[config.mk]
export PLATFORM = sky130hd
export DESIGN_NAME = operand_fetch
export DESIGN_NICKNAME = d
export VERILOG_FILES = /design/src/rtl/operand_fetch.sv
export SDC_FILE = /design/constraint.sdc
export NUM_CORES = 2
export LEC_CHECK = 0
export ABC_CLOCK_PERIOD_IN_PS = 3750
export CORE_MARGIN = 2
export CORE_UTILIZATION = 50
export CTS_BUF_LIST = sky130_fd_sc_hd__clkbuf_16
export CTS_CLUSTER_DIAMETER = 60
export DETAILED_ROUTE_END_ITERATION = 12
export GPL_TIMING_DRIVEN = 0
export PLACE_DENSITY = 0.67
export SYNTH_ARGS = -nofsm -noshare
export SYNTH_HDL_FRONTEND = slang
export SYNTH_SLANG_ARGS = --single-unit
[constraint.sdc]
create_clock -name clk -period 3.75 [get_ports clk]
set_input_delay 0.375 -clock clk [delete_from_list [all_inputs] [get_ports clk]]
set_output_delay 0.375 -clock clk [all_outputs]
set_load 0.02 [all_outputs]
[src/rtl/operand_fetch.sv]
// Register-read stage: register file, operand select and same-cycle writeback bypass into one output register.
// Latency 1 cycle from capture to out_valid; throughput 1 per cycle while out_ready is high.
// Backpressure: in_ready = !out_valid || out_ready; while stalled the output register holds, except that writebacks update held source operands.
module operand_fetch #(
    parameter int WIDTH    = 32,
    parameter int NREGS    = 32,
    parameter int REG_BITS = 5
) (
    input  logic                clk,
    input  logic                rst_n,
    input  logic                flush,
    input  logic                in_valid,
    output logic                in_ready,
    input  logic [4:0]          in_opcode,
    input  logic [2:0]          in_cc,
    input  logic [REG_BITS-1:0] in_rd,
    input  logic [REG_BITS-1:0] in_ra,
    input  logic [REG_BITS-1:0] in_rb,
    input  logic                in_use_imm,
    input  logic [WIDTH-1:0]    in_imm,
    input  logic                wb_en,
    input  logic [REG_BITS-1:0] wb_rd,
    input  logic [WIDTH-1:0]    wb_data,
    output logic                out_valid,
    input  logic                out_ready,
    output logic [4:0]          out_opcode,
    output logic [2:0]          out_cc,
    output logic [REG_BITS-1:0] out_rd,
    output logic [WIDTH-1:0]    a_data,
    output logic [WIDTH-1:0]    b_data
);

    logic [WIDTH-1:0]    regs [NREGS];
    logic [REG_BITS-1:0] held_ra;
    logic [REG_BITS-1:0] held_rb;
    logic                held_use_imm;
    logic [WIDTH-1:0]    rd_a;
    logic [WIDTH-1:0]    rd_b;
    logic                capture;
    logic                stall;
    logic                wb_commit;

    assign in_ready  = !out_valid || out_ready;
    assign capture   = in_valid && in_ready && !flush;
    assign stall     = out_valid && !out_ready;
    assign wb_commit = wb_en && (wb_rd != '0);

    // Read ports with writeback bypass; r0 is hardwired to zero.
    always_comb begin
        rd_a = regs[in_ra];
        rd_b = regs[in_rb];
        if (wb_en && wb_rd == in_ra) rd_a = wb_data;
        if (wb_en && wb_rd == in_rb) rd_b = wb_data;
        if (in_ra == '0) rd_a = '0;
        if (in_rb == '0) rd_b = '0;
    end

    always_ff @(posedge clk) begin
        if (!rst_n) begin
            for (int i = 0; i < NREGS; i++) regs[i] <= '0;
            out_valid    <= 1'b0;
            out_opcode   <= '0;
            out_cc       <= '0;
            out_rd       <= '0;
            a_data       <= '0;
            b_data       <= '0;
            held_ra      <= '0;
            held_rb      <= '0;
            held_use_imm <= 1'b0;
        end else begin
            if (wb_commit) regs[wb_rd] <= wb_data;

            if (flush) begin
                out_valid <= 1'b0;
            end else if (capture) begin
                out_valid    <= 1'b1;
                out_opcode   <= in_opcode;
                out_cc       <= in_cc;
                out_rd       <= in_rd;
                a_data       <= rd_a;
                b_data       <= in_use_imm ? in_imm : rd_b;
                held_ra      <= in_ra;
                held_rb      <= in_rb;
                held_use_imm <= in_use_imm;
            end else if (stall) begin
                // A writeback landing while stalled must reach the held operands.
                if (wb_commit && wb_rd == held_ra) a_data <= wb_data;
                if (wb_commit && wb_rd == held_rb && !held_use_imm) b_data <= wb_data;
            end else begin
                out_valid <= 1'b0;
            end
        end
    end

endmodule

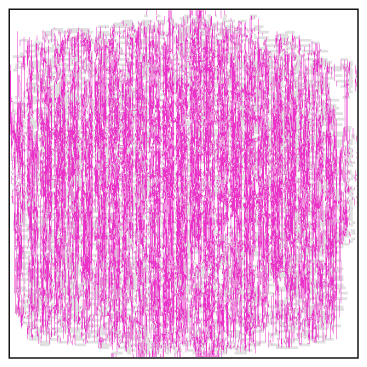
**Above:** M2 wires.
Drawn at 1 px/um.
longest straight run: 160 um
wire length on this layer: 105 mm
main direction: vertical
Routed WL: 266000 um
Via Count: 44900
met2 usage: 58.5%

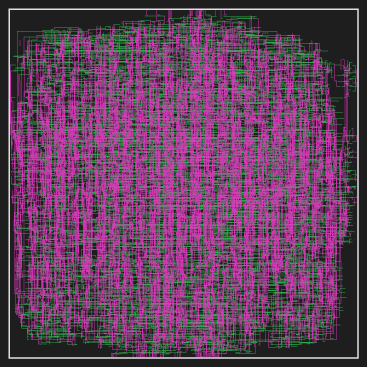
**Above:** wiring by layer.
Drawn at 1 px/um. Two of the layers only.
legend:
  magenta:
    layer: M2
    wire_length: 105 mm
  green:
    layer: M1
    wire_length: 91.7 mm

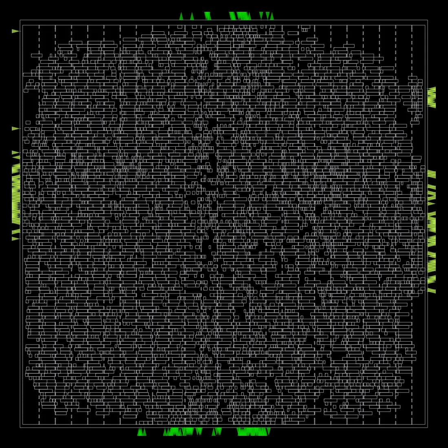
**Above:** cell outlines without signal wires.
register share of the cell area: 47.6%
Layout Utilization: 58.6%
TAP cells: 1524

==> flow_summary.yaml <==
# implementation run metrics
final_layout:
  fin_cells: 6279
  largest_cell_class: "flip-flops and latches"
  reg_top3: "regs x1024, a_data x32, b_data x32"
  inverters: 5
  seq_area_um2: 32500
  comb_area_um2: 24900
  num-clock-buffers: 143
  top_register: "regs"
  design.seq.count: 1113
  area_growth_pct: 16.0
  antenna_cells: 21
  largest_register_ffs: 1024
  nonClkBufAreaFrac_pct: 6.48
  drive_gt1_share_pct: 18.4
  multi_input_comb_cells: 2720
global_route:
  grt_max_degree: 26
  grt_usage_pct: 43.7
  use_met1_pct: 55.0
  grt_use_met3_pct: 25.8
  antenna_found_initial: 28
place:
  gp_congestion: 1.13
  io_buffers: 167
  dp_slack_ps: -1030
final_timing:
  slew_headroom_pct: -6.26
  slew_viol_final: 89
  max_freq_mhz: 249
  finalClockPeriodUsage_pct: 107
  final.setup_skew_ps: 51.5
  fin_crit_ps: 4020
  hold_viol_final: 0
  layout_setup_ws_ps: -266
  holdWs_ps: 159
  setup_violations: 40
  worstMarginPinSlew_ps: 1590
yosys:
  ys_seq_elements: 1113
  edf_count: 1024
  yosys_warnings: 0
  synth_cell_types: 63
  async_flop_share_pct: 0
  simple_gate_area_share_pct: 14.0
  synth_top_area_share_pct: 52.2
  synth-xor-area-share_pct: 0.298
  common_cells: "1024 x edfxtp_1, 998 x and2_1, 395 x mux4_2, 308 x mux2i_1, 296 x clkbuf_1"
  synth_area_per_cell_um2: 13.8
  largest_area_cell: "edfxtp_1"
  netlist_instances: 4253
  syn_area_um2: 58900
  yosysMostFrequentCell: "edfxtp_1"
  yosys_area_um2: 58900
  ys_sh_mux_pct: 20.8
  synth-adder-area-share_pct: 0
power:
  switchingPower_mw: 9.07
  p_total_mw: 32.7
  comb_power_mw: 4.60
  vdd_drop_max_uv: 515
  powerSeq_mw: 14.6
  total_leakage_power_nw: 24.0
  top_power_group: "sequential cells"
  p_comb_share_pct: 14.1
  netSwitchingFraction_pct: 27.7
floorplanning:
  std_cell_rows: 125
  die_w_um: 347
  dieArea_um2: 121000
  coreArea_um2: 117000
cts:
  numCtsBuffers: 135
  cts_tree: "yes"
  postCtsHoldBufs: 0
  clock_latency_ps: 800
  clock_sinks: 1113
  cts-root-buf: "clkbuf_16"
  post_cts_buffers: 0
setup_path:
  crit_top_cell: "buf_2"
  crit_path_top_delay_cell: "o21ai_1"
  r2r_setup_slack_ps: -160
  crit_start: "in_rb[1]"
  r2r_cells: 9
  startpoint_type: "primary input"
  crit_path_max_fanout: 10
  crit_chain: "clkdlybuf4s50_1 -> buf_2 -> buf_2 -> clkbuf_4 -> mux2i_1 -> nand2_1 -> nand3_1 -> o211ai_1 -> o21ai_1 -> o31ai_2"
  path_delay_family: "buffers and inverters"
  critPathRequiredTime_ps: 4350
  critical_path_buf_inv_count: 4
  cp.arrival_ps: 4620
drt:
  antenna_left: 0
  top_layer: "met5"
  drc: 0
  drt-wirelength-per-cell_um: 42.4
flow_run:
  cap_violations: 9
status:
  failed_checks: "capacitance limit, slew limit, setup timing"
  status: "finished, violations left"
worst_hold_path:
  hold_class: "in2reg"
  hold_path_depth: 3
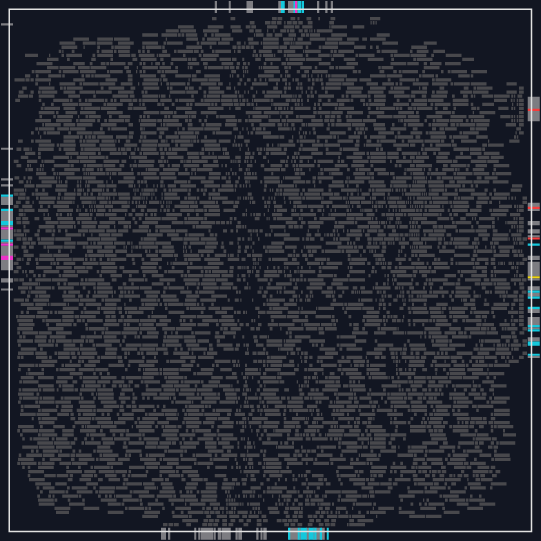
**Above:** ports around the boundary.
Drawn at 1.5 px/um. Pins as bars across the die edge, other pins in grey.
legend:
  magenta:
    port: `in_ra`
    pins: 5
    direction: input
    edge: 4 west, 1 north
  cyan:
    port: `b_data`
    pins: 32
    direction: output
    edge: 12 south, 9 east, 6 north, 5 west
  yellow:
    port: `in_use_imm`
    pins: 1
    direction: input
    edge: east
  red:
    port: `out_cc`
    pins: 3
    direction: output
    edge: east

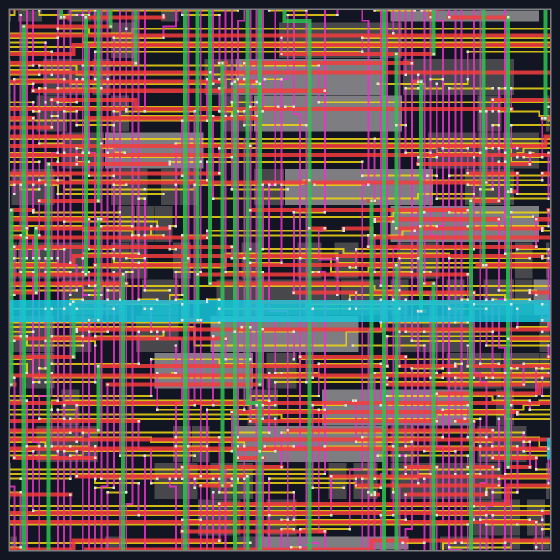
**Above:** a small window of the routed layout.
Window x 154 to 194, y 154 to 194 um. Cells in grey, sequential cells in the stronger grey; small squares are vias.
legend:
  green:
    layer: M4
  red:
    layer: M3
  yellow:
    layer: M1
  magenta:
    layer: M2
  cyan:
    layer: M5
netlist names of flops here include: `regs` (7), `a_data` (2)
most frequent: clkbuf_1 (15), buf_2 (8), edfxtp_1 (7)
cells with their middle in the window: 81
sequential cells in the window: 9

Power figures rest on the tool's default switching activity, not on a simulated workload.
